Fig. 1: run 1, metal 2
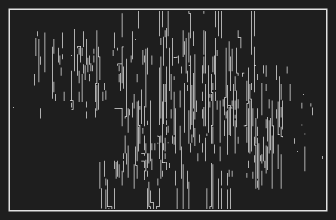
Fig. 2: run 1, wire density map
Bar = 20 um. 20 x 12 tiles, from black (low) to pale yellow (high), scaled to the fullest tile. Values are wire area over tile area, all layers added.
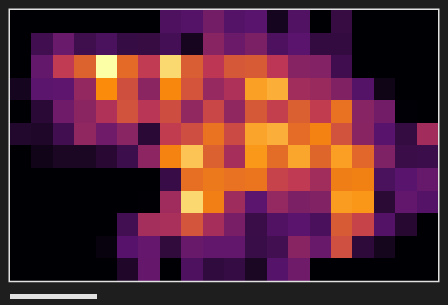
Fig. 3: run 1, signal wires on met1
Bar = 20 um.
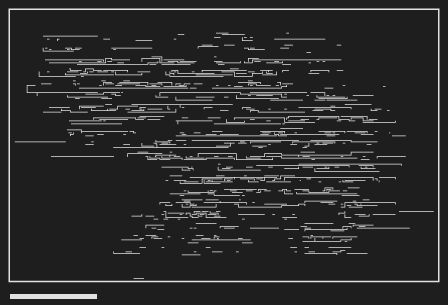
Fig. 4: run 1, routing congestion map
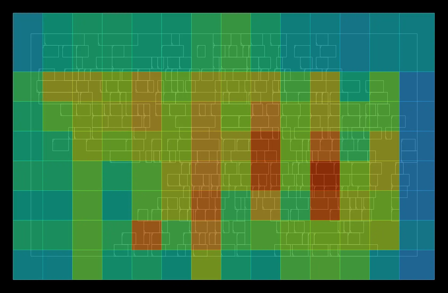
**config.mk**
```make
export PLATFORM = sky130hd
export DESIGN_NAME = multicycle_controller
export DESIGN_NICKNAME = d
export VERILOG_FILES = /design/src/rtl/mc_pkg.sv /design/src/rtl/alu_decoder.sv /design/src/rtl/multicycle_controller.sv
export SDC_FILE = /design/constraint.sdc
export NUM_CORES = 1
export LEC_CHECK = 0
export ABC_AREA = 1
export CAP_MARGIN = 20
export CORE_ASPECT_RATIO = 0.6
export CORE_MARGIN = 4
export CORE_UTILIZATION = 25
export DETAILED_ROUTE_END_ITERATION = 10
export PLACE_DENSITY = 0.52
export SYNTH_ARGS = -nofsm -noshare
export SYNTH_HDL_FRONTEND = slang
export SYNTH_SLANG_ARGS = --single-unit
```
**constraint.sdc**
```tcl
create_clock -name clk -period 1.9 [get_ports clk]
set_input_delay 0.38 -clock clk [delete_from_list [all_inputs] [get_ports clk]]
set_output_delay 0.38 -clock clk [all_outputs]
set_load 0.005 [all_outputs]
```
**src/rtl/mc_pkg.sv**
```systemverilog
// rtl/mc_pkg.sv - shared state, opcode, ALU and mux-select encodings for multicycle_controller
package mc_pkg;

    typedef enum logic [3:0] {
        S_WAKE     = 4'd0,
        S_FETCH    = 4'd1,
        S_DECODE   = 4'd2,
        S_MEMADR   = 4'd3,
        S_MEMREAD  = 4'd4,
        S_MEMWB    = 4'd5,
        S_MEMWRITE = 4'd6,
        S_EXECUTER = 4'd7,
        S_EXECUTEI = 4'd8,
        S_ALUWB    = 4'd9,
        S_BEQ      = 4'd10,
        S_JAL      = 4'd11,
        S_TRAP     = 4'd12
    } state_t;

    localparam logic [6:0] OP_LW    = 7'b0000011;
    localparam logic [6:0] OP_SW    = 7'b0100011;
    localparam logic [6:0] OP_RTYPE = 7'b0110011;
    localparam logic [6:0] OP_ITYPE = 7'b0010011;
    localparam logic [6:0] OP_BEQ   = 7'b1100011;
    localparam logic [6:0] OP_JAL   = 7'b1101111;

    localparam logic [2:0] ALU_ADD = 3'b000;
    localparam logic [2:0] ALU_SUB = 3'b001;
    localparam logic [2:0] ALU_AND = 3'b010;
    localparam logic [2:0] ALU_OR  = 3'b011;
    localparam logic [2:0] ALU_SLT = 3'b101;

    localparam logic [1:0] ALUOP_ADD   = 2'b00;
    localparam logic [1:0] ALUOP_SUB   = 2'b01;
    localparam logic [1:0] ALUOP_FUNCT = 2'b10;

    localparam logic [1:0] RES_ALUOUT    = 2'b00;
    localparam logic [1:0] RES_DATA      = 2'b01;
    localparam logic [1:0] RES_ALURESULT = 2'b10;

    localparam logic [1:0] SRCA_PC    = 2'b00;
    localparam logic [1:0] SRCA_OLDPC = 2'b01;
    localparam logic [1:0] SRCA_RD1   = 2'b10;

    localparam logic [1:0] SRCB_RD2  = 2'b00;
    localparam logic [1:0] SRCB_IMM  = 2'b01;
    localparam logic [1:0] SRCB_FOUR = 2'b10;

    localparam logic [1:0] IMM_I = 2'b00;
    localparam logic [1:0] IMM_S = 2'b01;
    localparam logic [1:0] IMM_B = 2'b10;
    localparam logic [1:0] IMM_J = 2'b11;

    function automatic logic [1:0] imm_src_of(input logic [6:0] op);
        case (op)
            OP_SW:   return IMM_S;
            OP_BEQ:  return IMM_B;
            OP_JAL:  return IMM_J;
            default: return IMM_I;
        endcase
    endfunction

endpackage

```
**src/rtl/alu_decoder.sv**
```systemverilog
// rtl/alu_decoder.sv - maps ALUOp plus funct3/funct7b5 to the ALU operation code
module alu_decoder
    import mc_pkg::*;
(
    input  logic [2:0] funct3,
    input  logic       funct7b5,
    input  logic       op5,
    input  logic [1:0] alu_op,
    output logic [2:0] alu_control
);

    always_comb begin
        alu_control = ALU_ADD;
        case (alu_op)
            ALUOP_SUB: alu_control = ALU_SUB;
            ALUOP_FUNCT: begin
                case (funct3)
                    // op5 separates R-type from I-type so addi never becomes sub
                    3'b000:  alu_control = (op5 && funct7b5) ? ALU_SUB : ALU_ADD;
                    3'b010:  alu_control = ALU_SLT;
                    3'b110:  alu_control = ALU_OR;
                    3'b111:  alu_control = ALU_AND;
                    default: alu_control = ALU_ADD;
                endcase
            end
            default: alu_control = ALU_ADD;
        endcase
    end

endmodule

```
**src/rtl/multicycle_controller.sv**
```systemverilog
// rtl/multicycle_controller.sv - multicycle RISC-V control FSM with memory wait timeout
// Optional feature: MC_ILLEGAL_TRAP_EN sends unknown opcodes to a reset-only TRAP state.
module multicycle_controller
    import mc_pkg::*;
#(
    parameter int TIMEOUT = 16
) (
    input  logic       clk,
    input  logic       rst_n,
    input  logic [6:0] Opcode,
    input  logic [2:0] funct3,
    input  logic       funct7b5,
    input  logic       Zero,
    input  logic       mem_ready,
    output logic       mem_req,
    output logic       PCWrite,
    output logic       AdrSrc,
    output logic       MemWrite,
    output logic       IRWrite,
    output logic [1:0] ResultSrc,
    output logic [1:0] ALUSrcA,
    output logic [1:0] ALUSrcB,
    output logic [1:0] ImmSrc,
    output logic [2:0] ALUControl,
    output logic       RegWrite,
    output logic       instr_done,
    output logic       mem_err,
    output logic [3:0] state_dbg
);

    state_t     state, state_next;
    logic [7:0] wait_cnt;
    logic       armed;
    logic [1:0] alu_op;
    logic       mem_state;
    logic       timeout;

    assign mem_state = (state == S_FETCH) || (state == S_MEMREAD) || (state == S_MEMWRITE);
    assign timeout   = mem_state && !mem_ready && (wait_cnt == 8'(TIMEOUT - 1));

    // armed holds WAKE for one extra edge so the first FETCH lands two edges after release
    always_ff @(posedge clk or negedge rst_n) begin
        if (!rst_n) begin
            state    <= S_WAKE;
            wait_cnt <= 8'd0;
            armed    <= 1'b0;
        end else begin
            state <= state_next;
            armed <= 1'b1;
            if (!mem_state || timeout || (state_next != state)) begin
                wait_cnt <= 8'd0;
            end else if (!mem_ready) begin
                wait_cnt <= wait_cnt + 8'd1;
            end
        end
    end

    always_comb begin
        state_next = state;
        alu_op     = ALUOP_ADD;
        mem_req    = 1'b0;
        PCWrite    = 1'b0;
        AdrSrc     = 1'b0;
        MemWrite   = 1'b0;
        IRWrite    = 1'b0;
        ResultSrc  = RES_ALUOUT;
        ALUSrcA    = SRCA_PC;
        ALUSrcB    = SRCB_RD2;
        RegWrite   = 1'b0;
        instr_done = 1'b0;
        mem_err    = 1'b0;
        case (state)
            S_WAKE: begin
                if (armed) state_next = S_FETCH;
            end
            S_FETCH: begin
                ResultSrc = RES_ALURESULT;
                ALUSrcB   = SRCB_FOUR;
                mem_req   = !timeout;
                if (mem_ready) begin
                    IRWrite    = 1'b1;
                    PCWrite    = 1'b1;
                    state_next = S_DECODE;
                end else if (timeout) begin
                    mem_err = 1'b1;
                end
            end
            S_DECODE: begin
                ALUSrcA = SRCA_OLDPC;
                ALUSrcB = SRCB_IMM;
                case (Opcode)
                    OP_LW, OP_SW: state_next = S_MEMADR;
                    OP_RTYPE:     state_next = S_EXECUTER;
                    OP_ITYPE:     state_next = S_EXECUTEI;
                    OP_BEQ:       state_next = S_BEQ;
                    OP_JAL:       state_next = S_JAL;
                    default: begin
`ifdef MC_ILLEGAL_TRAP_EN
                        state_next = S_TRAP;
`else
                        instr_done = 1'b1;
                        state_next = S_FETCH;
`endif
                    end
                endcase
            end
            S_MEMADR: begin
                ALUSrcA    = SRCA_RD1;
                ALUSrcB    = SRCB_IMM;
                state_next = (Opcode == OP_SW) ? S_MEMWRITE : S_MEMREAD;
            end
            S_MEMREAD: begin
                AdrSrc  = 1'b1;
                mem_req = !timeout;
                if (mem_ready) begin
                    state_next = S_MEMWB;
                end else if (timeout) begin
                    mem_err    = 1'b1;
                    state_next = S_FETCH;
                end
            end
            S_MEMWB: begin
                ResultSrc  = RES_DATA;
                RegWrite   = 1'b1;
                instr_done = 1'b1;
                state_next = S_FETCH;
            end
            S_MEMWRITE: begin
                AdrSrc   = 1'b1;
                mem_req  = !timeout;
                MemWrite = !timeout;
                if (mem_ready) begin
                    instr_done = 1'b1;
                    state_next = S_FETCH;
                end else if (timeout) begin
                    mem_err    = 1'b1;
                    state_next = S_FETCH;
                end
            end
            S_EXECUTER: begin
                ALUSrcA    = SRCA_RD1;
                ALUSrcB    = SRCB_RD2;
                alu_op     = ALUOP_FUNCT;
                state_next = S_ALUWB;
            end
            S_EXECUTEI: begin
                ALUSrcA    = SRCA_RD1;
                ALUSrcB    = SRCB_IMM;
                alu_op     = ALUOP_FUNCT;
                state_next = S_ALUWB;
            end
            S_ALUWB: begin
                RegWrite   = 1'b1;
                instr_done = 1'b1;
                state_next = S_FETCH;
            end
            S_BEQ: begin
                ALUSrcA    = SRCA_RD1;
                ALUSrcB    = SRCB_RD2;
                alu_op     = ALUOP_SUB;
                PCWrite    = Zero;
                instr_done = 1'b1;
                state_next = S_FETCH;
            end
            S_JAL: begin
                ALUSrcA    = SRCA_OLDPC;
                ALUSrcB    = SRCB_FOUR;
                PCWrite    = 1'b1;
                state_next = S_ALUWB;
            end
`ifdef MC_ILLEGAL_TRAP_EN
            S_TRAP: state_next = S_TRAP;
`endif
            default: state_next = S_WAKE;
        endcase
    end

    // ImmSrc follows Opcode everywhere except the reset/wake state, which keeps every output low
    assign ImmSrc    = (state == S_WAKE) ? IMM_I : imm_src_of(Opcode);
    assign state_dbg = state;

    alu_decoder u_alu_decoder (
        .funct3      (funct3),
        .funct7b5    (funct7b5),
        .op5         (Opcode[5]),
        .alu_op      (alu_op),
        .alu_control (ALUControl)
    );

endmodule

```
==> report_table.html, run 1 <==
<h3>Flow metrics</h3>
<table>
<tr><th>Metric</th><th>Value</th></tr>
<tr><th colspan="2">Run status</th></tr>
<tr><td>Run status</td><td>complete, but fails checks</td></tr>
<tr><td>Failing checks</td><td>setup timing</td></tr>
<tr><th colspan="2">Setup path</th></tr>
<tr><td>Reg-to-reg setup timing slack</td><td>-150 ps</td></tr>
<tr><td>R2R Path Start</td><td>state_dbg[0]$_DFF_PN0_</td></tr>
<tr><td>Buffer and inverter count on the worst path</td><td>3</td></tr>
<tr><td>Crit path cell chain</td><td>inv_2 -&gt; nand2_2 -&gt; inv_2 -&gt; nand2_4 -&gt; nand2_4 -&gt; ha_4 -&gt; or2_4 -&gt; nor4_4 -&gt; buf_2</td></tr>
<tr><td>Crit path arrival time</td><td>1780 ps</td></tr>
<tr><th colspan="2">Synth</th></tr>
<tr><td>Number of instances in the synthesized netlist</td><td>177</td></tr>
<tr><td>Most used standard cell by instance count after synthesis</td><td>nand2_1</td></tr>
<tr><td>Chip area estimate from yosys synthesis</td><td>1210 um2</td></tr>
<tr><th colspan="2">Floorplan</th></tr>
<tr><td>Num ports</td><td>38</td></tr>
<tr><th colspan="2">Timing</th></tr>
<tr><td>PnR worst setup slack</td><td>-261 ps</td></tr>
<tr><td>Endpoints failing setup</td><td>23</td></tr>
<tr><td>Final period utilization</td><td>114%</td></tr>
<tr><th colspan="2">Cells and area</th></tr>
<tr><td>Final non-clock buffer share</td><td>37.3%</td></tr>
<tr><td>Non-filler cells in the finished layout</td><td>358</td></tr>
<tr><td>Non-clock inverter instance count of the final layout</td><td>33</td></tr>
<tr><th colspan="2">Global routing</th></tr>
<tr><td>Number of global-route vias before repair</td><td>1437</td></tr>
<tr><th colspan="2">Pwr</th></tr>
<tr><td>Psw</td><td>1.23 mW</td></tr>
<tr><td>Total leakage power</td><td>1.27 nW</td></tr>
<tr><th colspan="2">Place</th></tr>
<tr><td>Placed Instances</td><td>337</td></tr>
</table>
-- Fig. 1 (at the start) --
longest straight run: 22.8 um
main direction: vertical

-- Fig. 2 (at the start) --
nearly empty tiles: 28%
fullest tile: 0.36
tiles over half the peak: 24%
densest ninth of the die: center
mean over tiles: 0.10

-- Fig. 3 (at the start) --
nets with wire on the layer: 292
wire length on this layer: 2010 um
longest straight run: 26.2 um
main direction: horizontal
share of all routed wire: 49%

-- Fig. 4 (at the start) --
Post-Route Utilization: 52.8%
Tot GR Track Use: 13.8%
global routing usage on met2: 23.5%
met1 capacity usage during global routing: 18.8%

## run 1: power groups by stage
stage               clock network, mW  registers [mW]  logic [mW]
detailed placement                  0           0.385        1.80
global route                    0.278           0.395        2.31
CTS                             0.262           0.376        2.04
global placement                    0           0.385        1.81
finish                          0.254           0.388        2.14
floorplan                           0           0.403       0.807
## run 1: what timing repair did
| action | in CTS | in global routing |
|---|---|---|
| buffers inserted | 18 | 4 |
| endpoints found under the setup margin | 19 | 25 |
| gates resized | 108 | 23 |
| pin swaps | 25 | 10 |
## run 1: flip-flops by register name, indices dropped and copies added, names as in the netlist
name	cells
wait_cnt	8
state_dbg	4
armed	1
--- run 2 (diff from run 1) ---
--- a/config.mk
+++ b/config.mk
@@ -10,8 +10,11 @@
 export CORE_ASPECT_RATIO = 0.6
 export CORE_MARGIN = 4
 export CORE_UTILIZATION = 25
+export CTS_CLUSTER_DIAMETER = 50
 export DETAILED_ROUTE_END_ITERATION = 10
+export GPL_ROUTABILITY_DRIVEN = 0
 export PLACE_DENSITY = 0.52
+export SLEW_MARGIN = 20
 export SYNTH_ARGS = -nofsm -noshare
 export SYNTH_HDL_FRONTEND = slang
 export SYNTH_SLANG_ARGS = --single-unit
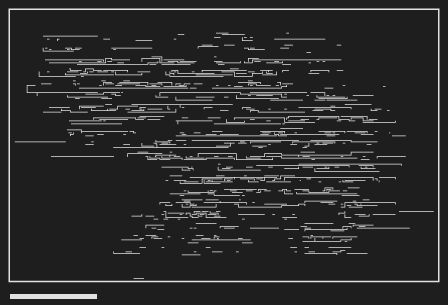
Fig. 5. Signal wires on met1 (run 2).
Bar = 20 um.
main direction: horizontal
nets with wire on the layer: 292
share of all routed wire: 49%

==> report_table.html, run 2 <==
<h3>Flow metrics</h3>
<table>
<tr><th>Metric</th><th>Value</th></tr>
<tr><th colspan="2">Setup path</th></tr>
<tr><td>R2R Path Start</td><td>state_dbg[0]$_DFF_PN0_</td></tr>
<tr><td>Crit path arrival time</td><td>1780 ps</td></tr>
<tr><td>Buffer and inverter count on the worst path</td><td>3</td></tr>
<tr><td>Crit path cell chain</td><td>inv_2 -&gt; nand2_2 -&gt; inv_2 -&gt; nand2_4 -&gt; nand2_4 -&gt; ha_4 -&gt; or2_4 -&gt; nor4_4 -&gt; buf_2</td></tr>
<tr><th colspan="2">Global routing</th></tr>
<tr><td>Global-route wire length before repair</td><td>6650 um</td></tr>
<tr><td>Met1 capacity usage during global routing</td><td>18.8%</td></tr>
<tr><td>Global routing usage on met2</td><td>23.5%</td></tr>
<tr><td>Tot GR Track Use</td><td>13.8%</td></tr>
<tr><th colspan="2">Synth</th></tr>
<tr><td>Chip area estimate from yosys synthesis</td><td>1210 um2</td></tr>
<tr><td>Most used standard cell by instance count after synthesis</td><td>nand2_1</td></tr>
<tr><td>Number of instances in the synthesized netlist</td><td>177</td></tr>
<tr><td>Warnings, synthesis</td><td>0</td></tr>
<tr><td>Count of cell types in the netlist</td><td>30</td></tr>
<tr><th colspan="2">Route</th></tr>
<tr><td>Total DRC errors in the routed layout</td><td>0</td></tr>
<tr><td>Detailed route wirelength on metal3</td><td>96 um</td></tr>
<tr><th colspan="2">Timing</th></tr>
<tr><td>PnR worst setup slack</td><td>-261 ps</td></tr>
<tr><td>Final period utilization</td><td>114%</td></tr>
<tr><td>Total negative slack</td><td>-2800 ps</td></tr>
<tr><td>Endpoints failing setup</td><td>23</td></tr>
<tr><th colspan="2">Cells and area</th></tr>
<tr><td>Max FFs per register</td><td>8</td></tr>
<tr><td>Post-Route Utilization</td><td>52.8%</td></tr>
<tr><td>Most common cell after layout, fill and taps aside</td><td>buf_4</td></tr>
<tr><td>Largest register by flop count</td><td>wait_cnt</td></tr>
<tr><td>Non-filler cells in the finished layout</td><td>358</td></tr>
<tr><th colspan="2">Pwr</th></tr>
<tr><td>Total leakage power</td><td>1.27 nW</td></tr>
<tr><th colspan="2">Place</th></tr>
<tr><td>Placed Instances</td><td>337</td></tr>
<tr><th colspan="2">Run status</th></tr>
<tr><td>Failing checks</td><td>setup timing</td></tr>
<tr><td>Run status</td><td>complete, but fails checks</td></tr>
<tr><th colspan="2">Floorplan</th></tr>
<tr><td>Num ports</td><td>38</td></tr>
</table>
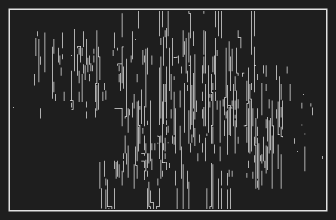
Fig. 6. Metal 2 (run 2).
share of all routed wire: 48%
nets with wire on the layer: 256
wire length on this layer: 1940 um
main direction: vertical

[run 2: cell counts in the layout (fill, tap and decap cells not counted)]
Identical to the previous run, type by type.
[run 2: where the power goes]
part	switching, mW	internal, mW	leakage, nW	total (mW)
Clock	0.105	0.149	0.0228	0.254
Combinational	1.07	1.07	1.08	2.14
Sequential	0.0581	0.330	0.171	0.388
[run 2: final cells by class]
type,instances,area (um2),share of cell area (%)
Clock buffer,4,45.0,1.84
Inverter,33,131,5.37
Multi-Input combinational cell,131,950,38.8
Sequential cell,13,329,13.4
Tap cell,63,78.8,3.22
Timing Repair Buffer,114,913,37.3
[run 2: what timing repair did]
item                       CTS  global route
buffers inserted            18             4
resized                    108            23
hold endpoints to repair     0             0
setup endpoints to repair   19            25
hold buffers                 0             0
pin swaps                   25            10
Power figures rest on the tool's default switching activity, not on a simulated workload.
